==> config.mk <==
export PLATFORM = sky130hd
export DESIGN_NAME = ama_riscv_reg_file_mp_flat
export DESIGN_NICKNAME = d
export VERILOG_FILES = /design/src/rtl/ama_riscv_reg_file_mp_pkg.sv /design/src/rtl/ama_riscv_reg_file_mp_if.sv /design/src/rtl/ama_riscv_reg_file_mp_scoreboard.sv /design/src/rtl/ama_riscv_reg_file_mp.sv /design/src/flat_wrapper.sv
export SDC_FILE = /design/constraint.sdc
export NUM_CORES = 2
export LEC_CHECK = 0
export CORE_MARGIN = 2
export CORE_UTILIZATION = 30
export CTS_CLUSTER_DIAMETER = 50
export CTS_CLUSTER_SIZE = 16
export DETAILED_ROUTE_END_ITERATION = 8
export PLACE_DENSITY = 0.52
export SLEW_MARGIN = 40
export SYNTH_ARGS = -nofsm -noshare
export SYNTH_HDL_FRONTEND = slang
export SYNTH_SLANG_ARGS = --single-unit
==> constraint.sdc <==
create_clock -name clk -period 12.6 [get_ports clk]
set_input_delay 3.15 -clock clk [delete_from_list [all_inputs] [get_ports clk]]
set_output_delay 3.15 -clock clk [all_outputs]
set_load 0.01 [all_outputs]
### Wiring heat map

Scale bar: 100 µm. The die is cut into 23 by 23 equal tiles; dark blue is low, red is high, scaled to the fullest tile. Values are wire area over tile area, all layers added.
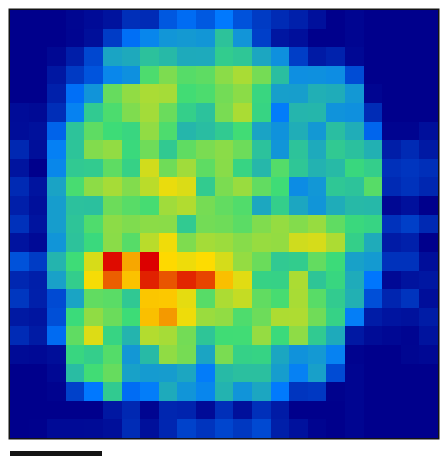
fullest tile: 0.69
nearly empty tiles: 19%
mean over tiles: 0.22
tiles over half the peak: 28%
densest ninth of the die: center
overall routing resource usage: 25.0%
count of vias placed by the detailed router: 44.3k
final wirelength: 276000 µm

### Track usage over the die

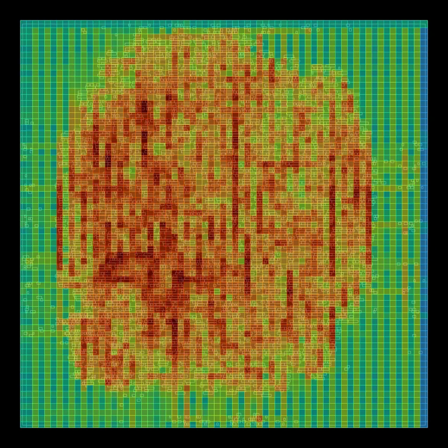
met3 usage: 6.32%
WL per Instance: 38.9 µm
met1 Track Usage GR: 33.3%

==> impl_metrics.xml <==
<?xml version="1.0" encoding="UTF-8"?>
<metrics>
  <group name="outcome">
    <metric name="outcome" unit="">complete, no violations</metric>
  </group>
  <group name="global_routing">
    <metric name="grt_pass1_vias" unit="">43300</metric>
  </group>
  <group name="finish">
    <metric name="layout-drive-gt1-share" unit="%">44.3</metric>
    <metric name="final_common_cell" unit="">edfxtp_1</metric>
    <metric name="sh_seq_area" unit="%">42.9</metric>
    <metric name="largestClassByArea" unit="">flip-flops and latches</metric>
    <metric name="non_clock_buffer_area_share" unit="%">4.15</metric>
    <metric name="nets" unit="">4284</metric>
    <metric name="final.signal_buffer_count" unit="">323</metric>
  </group>
  <group name="hold_path">
    <metric name="min_path_cells" unit="">2</metric>
  </group>
  <group name="clocking">
    <metric name="htreeDepth" unit="">4</metric>
    <metric name="clkTransAtPathRegs" unit="ns">0.06</metric>
  </group>
  <group name="worst_setup_path">
    <metric name="crit_path_top_delay_cell" unit="">nor3_2</metric>
    <metric name="critPathCaptureType" unit="">primary output</metric>
  </group>
  <group name="timing">
    <metric name="period_minus_slack" unit="ns">11.42</metric>
    <metric name="max_slew_margin" unit="%">37.1</metric>
  </group>
  <group name="detailed_routing">
    <metric name="wl_met3" unit="µm">28300</metric>
    <metric name="ant_nets" unit="">0</metric>
  </group>
  <group name="yosys">
    <metric name="yosysWarnings" unit="">0</metric>
    <metric name="synth.top_cells.by_count" unit="">edfxtp_1 (1024), mux2_2 (918), mux4_2 (425)</metric>
    <metric name="post_synth_inst_count" unit="">4249</metric>
    <metric name="muxShareOfSynthArea" unit="%">36.5</metric>
    <metric name="synth-area-yosys" unit="µm²">63400</metric>
    <metric name="logic_family" unit="">multiplexers</metric>
  </group>
  <group name="die">
    <metric name="die_width" unit="µm">464</metric>
  </group>
  <group name="pwr">
    <metric name="power_sequential" unit="mW">3.92</metric>
    <metric name="power" unit="mW">9.20</metric>
  </group>
  <group name="placement">
    <metric name="place_congestion" unit="">0.854</metric>
    <metric name="buffer_ports.inserted" unit="">155</metric>
  </group>
  <group name="flow_run">
    <metric name="tool_warnings" unit="">34</metric>
  </group>
</metrics>
Power and IR drop assume default switching activity.
